Figure 1. Close-up of the layout (run 1).
Bar = 5 microns. Window x 55 to 75, y 46 to 66 microns. Cells in gray, sequential cells in the stronger gray; small squares are vias.
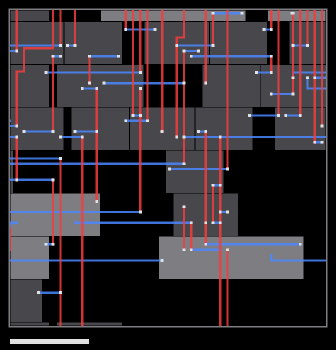
Figure 2. Pin map (run 1).
Bar = 50 microns. Pins as bars across the die edge, other pins in gray.
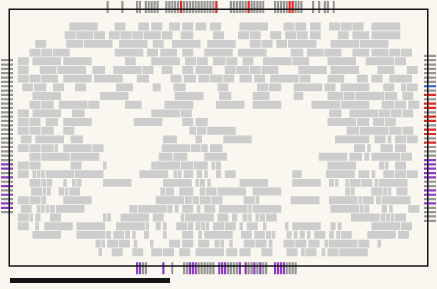
Figure 3. Selected gate families (run 1).
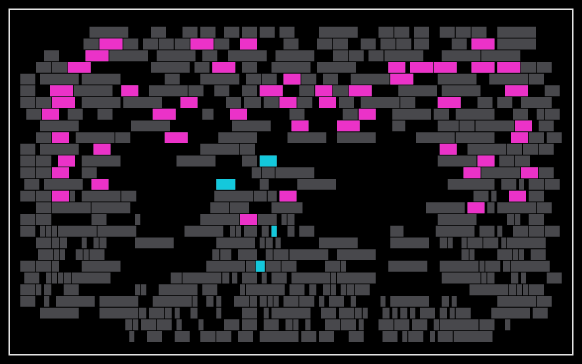
Figure 4. Clock wiring as the flow saved it (run 1).
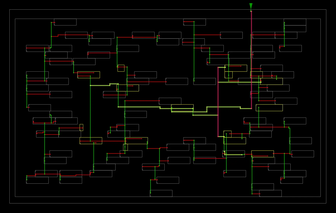
==> config.mk <==
export PLATFORM = sky130hd
export DESIGN_NAME = regf_apb_bridge_flat
export DESIGN_NICKNAME = d
export VERILOG_FILES = /design/src/rtl/regf_apb_bridge_if.sv /design/src/rtl/regf_apb_bridge.sv /design/src/flat_wrapper.sv
export SDC_FILE = /design/constraint.sdc
export NUM_CORES = 1
export LEC_CHECK = 0
export CORE_ASPECT_RATIO = 0.6
export CORE_MARGIN = 2
export CORE_UTILIZATION = 35
export CTS_CLUSTER_DIAMETER = 50
export DETAILED_ROUTE_END_ITERATION = 10
export PLACE_DENSITY = 0.8
export SETUP_SLACK_MARGIN = 0.3
export SYNTH_ARGS = -nofsm -noshare
export SYNTH_HDL_FRONTEND = slang
export SYNTH_SLANG_ARGS = --single-unit
export TNS_END_PERCENT = 50
==> constraint.sdc <==
create_clock -name main_clk_i -period 3.4 [get_ports main_clk_i]
set_input_delay 0.51 -clock main_clk_i [delete_from_list [all_inputs] [get_ports main_clk_i]]
set_output_delay 0.51 -clock main_clk_i [all_outputs]
set_load 0.005 [all_outputs]
==> notes.md <==
Implementation results.

Counting pins that exceed their max-slew limit in the final report gives 0. The global-route wire length before repair is 12900 microns. The via count of the first global-routing pass is 2682.

The most area-hungry cell type in the Yosys netlist is sky130_fd_sc_hd__dfrtp_1. In the final timing run, aggregate negative setup slack is 0 ps. The post-synth tally of flip-flops with integrated enable is 0. Setup repair after global routing left no endpoint under its margin. The count of antenna-violating nets left after detailed routing is 0. The total power of the final layout is 0.00431 W.

The number of warnings reported in the stage logs is 29. Across every metal layer, demand over resource in global routing totals 0.161. The core region is 0.00926 sq mm. The pre-CTS setup check shows a worst slack of 1100 ps.

The kind of cell adding the most delay to the critical path is buffers and inverters. The quantity of gates resized following cts is 0. The script computed the net switching share of total power as 0.271. The final design area excluding fillers is 0.00553 sq mm. Of the available clock period, the critical path in the final layout requires 0.577. The mean instance size in the synthesized netlist is 12.7 sq um. The synthesis report gives the async set-or-reset register share as 1.00. The most used flip-flop cell is sky130_fd_sc_hd__dfrtp_1. The share of the core area taken by cells at floorplan is 0.364.

The highest attainable clock frequency is 510 MHz. The number of core rows is 27. The type of origin of the critical path is a primary input. The worst path needs 1960 ps of the cycle, external delays included. After legalization and detailed placement, the total HPWL measured 5930 microns. The internal portion of total power is 0.00314 W. In this run, the synthesized area fraction spent on AND-OR/OR-AND gates is recorded as 0.0617. After synthesis, the chip area reported by Yosys is 0.00337 sq mm.

The register-to-register setup slack is 1520 ps. Per the gpl log, the routability congestion estimate is 0.744. The count of buffers added by post-CTS timing repair for setup is 0. The group drawing the most power is combinational logic.

The power in sequential cells is 0.00165 W. The worst-case setup margin in the final layout is 1440 ps. The clock-pin slew on the worst setup and hold paths is 60 ps. The number of iterations in the first detailed-routing pass is 4. The count of hold-fix buffers inserted at cts is 0. The adder-cell area share of the yosys netlist is 0.0149. In this run, synthesis produced a sequential element count of 84. The worst register-to-register path has a depth of 6. Per the power-grid run, VDD falls by no more than 0.340 mV.

Across all layers, the routed design uses 2498 vias. The synthesis run identifies the leading combinational cell family as multiplexers. Summing every instance area after synthesis gives 0.00337 sq mm. The final layout net count is 532.

The number of design-rule violations left by the first detailed-router iteration is 110. The warning tally printed by Yosys for this design is 0. The maximum clock path buffer count is 2. Endpoints failing hold in the final report were tallied at 0.

170 I/O pins were placed. The post-synthesis cell type with the largest instance count is sky130_fd_sc_hd__dfrtp_1. According to the timing report, the arrival time at the worst endpoint equals 2170 ps. The latest clock arrival within the worst-skew pair is 330 ps. The critical path runs through a total of 6 cells. Yosys mapped the design onto 22 distinct sky130hd cell types. The chip occupies 0.0104 sq mm. The sequential share of power is 0.382. The ratio of total power to cell area is 779 mW/mm^2.

The slew at the pin with the worst max-slew slack is 436 ps. The switching power summed over all nets is 0.00117 W. The share of total power dissipated in combinational logic is 0.392. The maximum number of pins on one net before global-route repair is 85. The share of the synthesized area in the top cell type is 0.624. The H-tree was split into 3 levels.

The number of cell instances after yosys synthesis is 266. The worst setup path is captured at a flip-flop. For this block, the routed nets add up to 8200 microns of wire. The TritonCTS clock tree is done. The number of cells after detailed placement is 558.

The average routed wire per standard cell is 14.3 microns. The number of antenna violations at the first check in global routing is 0. The share of total power dissipated in the clock network is 0.226. The hold-critical path depth is 1. The placed standard-cell area is 0.00522 sq mm. Of the total synthesized cell area, the portion taken by XOR and XNOR cells is 0. The clock net sink count is 84. The path category of the worst min-delay check is reg -> reg.

The cell sequence reported for the critical path is clkdlybuf4s50_1 > nor2b_1 > nand2_1 > nor2_4 > buf_12 > mux2_2. The worst hold-check slack is 504 ps. The share of the Yosys chip area taken by registers is 0.624. The cell type of the slowest stage on the worst timing path is sky130_fd_sc_hd__clkdlybuf4s50_1.

Endpoints with negative setup slack in the final report add up to 0. The run finished with clean final reports. The library cells used most frequently in the layout, excluding fill and tap cells, are sky130_fd_sc_hd__clkdlybuf4s50_1, sky130_fd_sc_hd__dfrtp_1, sky130_fd_sc_hd__inv_1, sky130_fd_sc_hd__o21ai_0, sky130_fd_sc_hd__nand2_1. The simple logic cell fraction of the synthesized area is 0.0568. The detail-routed via count per cell is 4.35.

The final core utilization is 0.597. The count of unresolved DRC violations after routing is 0.
Back to the opening pictures, Figure 1:
legend:
  met2:
    color: red
  met1:
    color: blue
sequential cells in the window: 2
most frequent: clkdlybuf4s50_1 (10), mux2_2 (5), dfrtp_1 (2)
cells with their middle in the window: 19

Back to the opening pictures, Figure 2:
legend:
  `bus_mem_addr_o`:
    color: red
    pins: 13
    direction: output
    edge: 8 east, 5 north
  `main_rst_i`:
    color: blue
    pins: 1
    direction: input
    edge: east
  `bus_mem_rdata_i`:
    color: purple
    pins: 32
    direction: input
    edge: 17 south, 8 east, 7 west
port bufs: 169
horizontal extent of the die: 131 microns
die height: 80.0 microns

Back to the opening pictures, Figure 3:
legend:
  multiplexers:
    color: magenta
    cells: 48
  NOR gates:
    color: cyan
    cells: 4
    where: center
final std cells w/o fill: 574
most used logic cell in the final layout: sky130_fd_sc_hd__clkdlybuf4s50_1
combinational fraction of the cell area: 0.195

Back to the opening pictures, Figure 4:
final setup skew: 5.25 ps
power consumed by the clock network: 0.000972 W

-- run 1: per-layer routing --
| layer | vias up | share of wire | GRT usage |
|---|---|---|---|
| met3 | 8 | 0.079 | 0.0576 |
| met1 | 1189 | 0.44 | 0.205 |
| met4 | 0 | 0.0095 | 0.0521 |
| met5 | - | 0 | 0 |
| met2 | 91 | 0.47 | 0.256 |
| li1 | 1210 | - | - |
-- run 1: worst register-to-register path, delay by kind of cell (launching register included) --
kind	cells	cell delay, ps
flops	1	410
mux	1	400
buf+inv	2	380
simple gates	2	310
fa+ha+maj	1	260
-- run 1: layout make-up --
type,count,area (sq um)
fillers,744,3730
flip-flops and latches,84,2100
repair buffers,173,1750
multi-input cells,135,1070
clock buffers,11,243
well taps,130,163
inverters,36,136
clock inverters,5,60.1
Power figures rest on the tool's default switching activity, not on a simulated workload.
